==> src/rtl/des_key_schedule.sv <==
// ============================================================================
// Module   : des_key_schedule
// Purpose  : DES round-key expansion, one 48-bit subkey (K1..K16) per clock.
// Revision : 1.0
// ============================================================================
`default_nettype none

module des_key_schedule #(
  parameter int ROUNDS = 16
) (
  input  logic        clk,
  input  logic        n_rst,
  input  logic        start,
  input  logic [63:0] key_in,
  output logic        busy,
  output logic        key_ready,
  output logic [47:0] r1_key,
  output logic [47:0] r2_key,
  output logic [47:0] r3_key,
  output logic [47:0] r4_key,
  output logic [47:0] r5_key,
  output logic [47:0] r6_key,
  output logic [47:0] r7_key,
  output logic [47:0] r8_key,
  output logic [47:0] r9_key,
  output logic [47:0] r10_key,
  output logic [47:0] r11_key,
  output logic [47:0] r12_key,
  output logic [47:0] r13_key,
  output logic [47:0] r14_key,
  output logic [47:0] r15_key,
  output logic [47:0] r16_key
);

  // Tables hold FIPS 46-3 bit numbers (1 = MSB of the source word).
  localparam int PC1_TABLE [56] = '{
    57, 49, 41, 33, 25, 17,  9,  1, 58, 50, 42, 34, 26, 18,
    10,  2, 59, 51, 43, 35, 27, 19, 11,  3, 60, 52, 44, 36,
    63, 55, 47, 39, 31, 23, 15,  7, 62, 54, 46, 38, 30, 22,
    14,  6, 61, 53, 45, 37, 29, 21, 13,  5, 28, 20, 12,  4
  };

  localparam int PC2_TABLE [48] = '{
    14, 17, 11, 24,  1,  5,  3, 28, 15,  6, 21, 10,
    23, 19, 12,  4, 26,  8, 16,  7, 27, 20, 13,  2,
    41, 52, 31, 37, 47, 55, 30, 40, 51, 45, 33, 48,
    44, 49, 39, 56, 34, 53, 46, 42, 50, 36, 29, 32
  };

  function automatic logic [55:0] pc1(input logic [63:0] k);
    logic [55:0] r;
    r = '0;
    for (int i = 0; i < 56; i++) begin
      r[6'(55 - i)] = k[6'(64 - PC1_TABLE[6'(i)])];
    end
    return r;
  endfunction

  function automatic logic [47:0] pc2(input logic [55:0] cd);
    logic [47:0] r;
    r = '0;
    for (int i = 0; i < 48; i++) begin
      r[6'(47 - i)] = cd[6'(56 - PC2_TABLE[6'(i)])];
    end
    return r;
  endfunction

  function automatic logic [27:0] rotl(input logic [27:0] h, input logic two);
    return two ? {h[25:0], h[27:26]} : {h[26:0], h[27]};
  endfunction

  typedef enum logic [0:0] {
    IDLE = 1'b0,
    GEN  = 1'b1
  } state_t;

  state_t      state, state_nx;
  logic [4:0]  counter, counter_nx;
  logic [27:0] c_reg, d_reg, c_nx, d_nx, c_rot, d_rot;
  logic        busy_nx, ready_nx, key_we, two_shift;
  logic [47:0] subkey;
  logic [47:0] round_key [1:ROUNDS];

  always_ff @(posedge clk or negedge n_rst) begin
    if (!n_rst) begin
      state     <= IDLE;
      counter   <= '0;
      c_reg     <= '0;
      d_reg     <= '0;
      busy      <= 1'b0;
      key_ready <= 1'b0;
    end else begin
      state     <= state_nx;
      counter   <= counter_nx;
      c_reg     <= c_nx;
      d_reg     <= d_nx;
      busy      <= busy_nx;
      key_ready <= ready_nx;
    end
  end

  always_comb begin
    two_shift  = !((counter == 5'd1) || (counter == 5'd2) ||
                   (counter == 5'd9) || (counter == 5'd16));
    c_rot      = rotl(c_reg, two_shift);
    d_rot      = rotl(d_reg, two_shift);
    subkey     = pc2({c_rot, d_rot});
    state_nx   = state;
    counter_nx = counter;
    c_nx       = c_reg;
    d_nx       = d_reg;
    busy_nx    = busy;
    ready_nx   = key_ready;
    key_we     = 1'b0;
    case (state)
      IDLE: begin
        if (start) begin
          {c_nx, d_nx} = pc1(key_in);
          counter_nx   = 5'd1;
          ready_nx     = 1'b0;
          busy_nx      = 1'b1;
          state_nx     = GEN;
        end
      end
      GEN: begin
        c_nx   = c_rot;
        d_nx   = d_rot;
        key_we = 1'b1;
        if (counter == 5'(ROUNDS)) begin
          counter_nx = '0;
          ready_nx   = 1'b1;
          busy_nx    = 1'b0;
          state_nx   = IDLE;
        end else begin
          counter_nx = counter + 5'd1;
        end
      end
      default: state_nx = IDLE;
    endcase
  end

  // Only the slot for the current round is written; others keep stale data.
  always_ff @(posedge clk or negedge n_rst) begin
    if (!n_rst) begin
      for (int i = 1; i <= ROUNDS; i++) begin
        round_key[i] <= '0;
      end
    end else if (key_we) begin
      round_key[counter] <= subkey;
    end
  end

  assign r1_key  = round_key[1];
  assign r2_key  = round_key[2];
  assign r3_key  = round_key[3];
  assign r4_key  = round_key[4];
  assign r5_key  = round_key[5];
  assign r6_key  = round_key[6];
  assign r7_key  = round_key[7];
  assign r8_key  = round_key[8];
  assign r9_key  = round_key[9];
  assign r10_key = round_key[10];
  assign r11_key = round_key[11];
  assign r12_key = round_key[12];
  assign r13_key = round_key[13];
  assign r14_key = round_key[14];
  assign r15_key = round_key[15];
  assign r16_key = round_key[16];

endmodule

`default_nettype wire

==> config.mk <==
export PLATFORM = sky130hd
export DESIGN_NAME = des_key_schedule
export DESIGN_NICKNAME = d
export VERILOG_FILES = /design/src/rtl/des_key_schedule.sv
export SDC_FILE = /design/constraint.sdc
export NUM_CORES = 1
export LEC_CHECK = 0
export CAP_MARGIN = 20
export CORE_AREA = 3 3 326 328
export CTS_CLUSTER_SIZE = 20
export DETAILED_ROUTE_END_ITERATION = 8
export DIE_AREA = 0 0 329 331
export GPL_ROUTABILITY_DRIVEN = 0
export PLACE_DENSITY_LB_ADDON = 0.2
export SKIP_LAST_GASP = 1
export SLEW_MARGIN = 20
export SYNTH_ARGS = -nofsm -noshare
export SYNTH_HDL_FRONTEND = slang
export SYNTH_SLANG_ARGS = --single-unit
==> constraint.sdc <==
create_clock -name clk -period 1.9 [get_ports clk]
set_clock_uncertainty 0.1 [all_clocks]
set_input_delay 0.19 -clock clk [delete_from_list [all_inputs] [get_ports clk]]
set_output_delay 0.19 -clock clk [all_outputs]
set_load 0.05 [all_outputs]
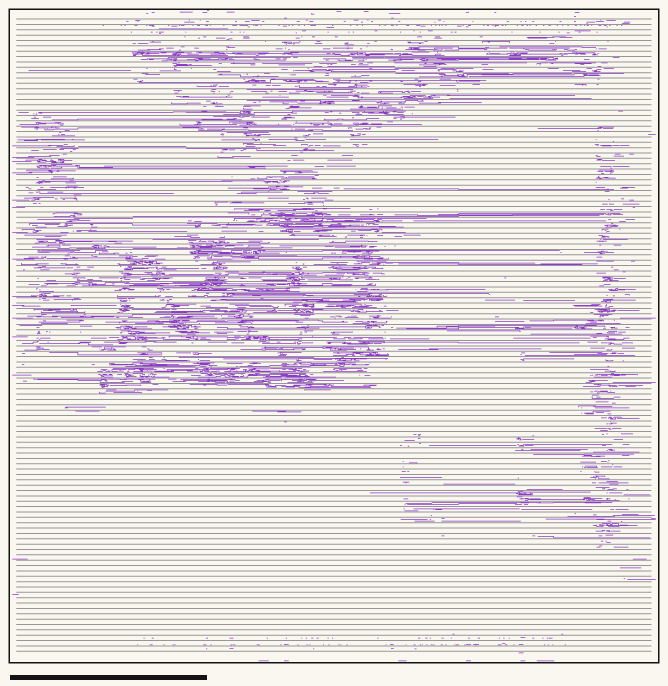
Fig. 1. Signal wires on met1.
Scale bar: 100 microns. Supply wires on this layer in gray.
nets with wire on the layer	1305
wire length on this layer	20.4 mm
share of all routed wire	42%
main direction	horizontal
total via count in the routed design: 10100
Global Route met1 Usage: 10.9%
total wirelength of the detailed-routed design: 48700 microns

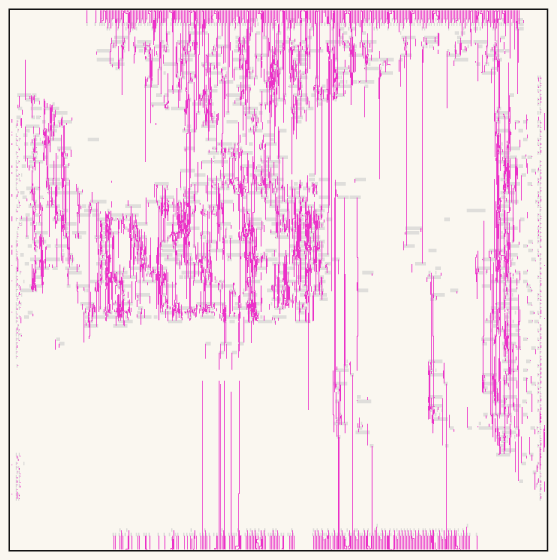
Fig. 2. Signal wires on met2.
share of all routed wire	49%
nets with wire on the layer	1666
wire length on this layer	23.9 mm
main direction	vertical
longest straight run	142 microns
GR Util met2: 13.8%

==> notes.md <==
Implementation run completed; key figures follow.

Min path:
- The run gives the terminating pin of the worst hold path as c_reg[0].
- STA lists the startpoint of the worst hold path as key_in[28].
- The run gives the class of the tightest hold or removal check as primary input to register.

Routing:
- The run puts the total DRC errors in the routed layout at 0.
- The run gives the final antenna-violating net count as 0.
- The run puts the average wire per standard cell at 15.0 microns.
- Using the TritonRoute via totals, the vias-per-cell ratio works out to 3.13.

Setup path:
- The run gives the cell class contributing the biggest share of worst-path delay as buffers and inverters.
- On the critical path, the stage with the largest delay is an instance of sky130_fd_sc_hd__dfrtp_1.
- Per the timing report, the biggest fanout along the worst path comes to 5.
- The critical path is of the register to register type.
- The run gives the launch point of the critical path as counter[1].
- The run gives the required time of the critical path as 2.26 ns.
- The launch point of the worst register-to-register path is recorded as counter[1].
- For reference, the critical path cell chain is ha_4, nor2b_4, buf_12, buf_16, o211a_4, nor3_4, buf_6, buf_8, o21ai_2.
- Across all register-to-register paths, the minimum setup slack is -0.25 ns.
- STA shows the worst reg2reg path with a cell count of 9.
- The OpenROAD report gives the critical path a data arrival time of 2.51 ns.

Die:
- The run puts the starting utilization of the core area at 13.5%.
- The run gives the cell row count as 118.
- 837 I/O pins were placed.

Final layout:
- The run gives the share of final-layout standard cells stronger than drive strength 1 as 21.6%.
- The run gives the final-layout fill cell count as 11700.
- Leaving out fill and tap cells, the most frequent cells in the layout are sky130_fd_sc_hd__conb_1, sky130_fd_sc_hd__dfrtp_1, sky130_fd_sc_hd__a21oi_1.
- The run gives the final core utilization as 17.8%.
- The run gives the final standard cell count with taps included and fillers excluded as 3237.
- In this run the layout overhead on the synthesized area is reported as 31.4%.
- The net count of the finished layout is 1905.

Flow run:
- The run puts the number of warnings the tools reported at 87.
- The run gives the tally of max-capacitance violations as 0.

Synth:
- Of the total synthesized cell area, the portion taken by XOR and XNOR cells is 0.0625%.
- For this run, the chip area from Yosys synthesis comes to 14000 sq um.
- The run gives the number of warnings reported in the yosys synthesis log as 0.
- The run puts the share of the yosys chip area belonging to registers at 40.0%.
- Measured against the total synthesized area, the mux share comes to 0.286%.
- The commonest cells after synthesis are sky130_fd_sc_hd__buf_4, sky130_fd_sc_hd__dfrtp_1, sky130_fd_sc_hd__a21oi_1.
- The run gives the area fraction in and, or, nand and nor cells after synthesis as 9.59%.
- By area the synthesized netlist is led by sky130_fd_sc_hd__dfrtp_1, sky130_fd_sc_hd__buf_4, sky130_fd_sc_hd__a21oi_1.
- Yosys reports that the leading cell type by area covers 40.0% of the netlist area.
- The run puts the area fraction in compound gates at 13.7%.

Clock network:
- Counting the buffers created by CTS gives 30.
- The root buffer cell chosen for the clock tree is sky130_fd_sc_hd__clkbuf_16.
- For the worst-skew pair, the clock arrives at the later sink with an insertion delay of 0.62 ns.
- The run gives the clock slew seen by the registers of the worst setup and hold paths as 0.06 ns.
- The run puts the number of gates resized after cts at 323.
- The run gives the cts-stage hold buffer count as 3.
- TritonCTS built the clock tree.
- Per the CTS log, the buffer count on the longest clock path is 3.

Place:
- The run gives the count of port buffers added during placement as 172.
- The number of placed instances, taps included, is 3130.
- Logged for this run, the post-placement worst setup slack is -0.484 ns.

Power and ir drop:
- The run gives the total power as 42.7 mW.
- The run puts the power density over cell area at 2320 nW/um^2.
- The run gives the maximum VDD drop as 0.811 mV.

Global route:
- The first global-routing pass estimated 67200 microns of wire.
- The via count of the first global-routing pass is 9290.
- The initial antenna violation count was 7.

Final timing:
- The transition time recorded at the tightest slew-check pin is 0.562 ns.
- The run puts the post-route minimum period at 2.15 ns.
- The run puts the final worst hold slack at 0.146 ns.
- The run gives the total negative slack for setup checks as -32.22 ns.
- After layout, the worst setup slack is -0.248 ns.
- Timing would allow up to 0.466 GHz.
- The run puts the final setup violation count at 219.
- Setup repair after global routing could not meet its margin everywhere.
- The run puts the count of final max-slew check failures at 0.
- The run puts the relative slew slack at 62.7%.

Run status:
- The checks that failed: negative setup slack.
- The flow ran to the end, but the final reports show violations.
final cells by class:
type / count / area (sq um) / area share (%)
multi-input cells: 1252 / 6610 / 35.8
inverters: 15 / 56.3 / 0.306
diodes: 1 / 2.50 / 0.0136
well taps: 1380 / 1730 / 9.37
clock buffers: 40 / 808 / 4.39
clock inverters: 14 / 134 / 0.727
repair buffers: 311 / 3490 / 18.9
flip-flops and latches: 224 / 5610 / 30.4
routing by layer:
metal / vias to the layer above / global-route usage (%) / wire length [microns]
met2: 472 / 13.8 / 23900
met5: - / 0 / 0
met4: 0 / 1.70 / 1040
li1: 4566 / - / -
met1: 5042 / 10.9 / 20400
met3: 60 / 1.88 / 3280
power by group:
part	internal (mW)	switching [mW]
clock network	3.13	2.35
registers	7.20	1.72
logic	9.27	19.1
total	19.6	23.1
Power is estimated from default activity; no workload was simulated.
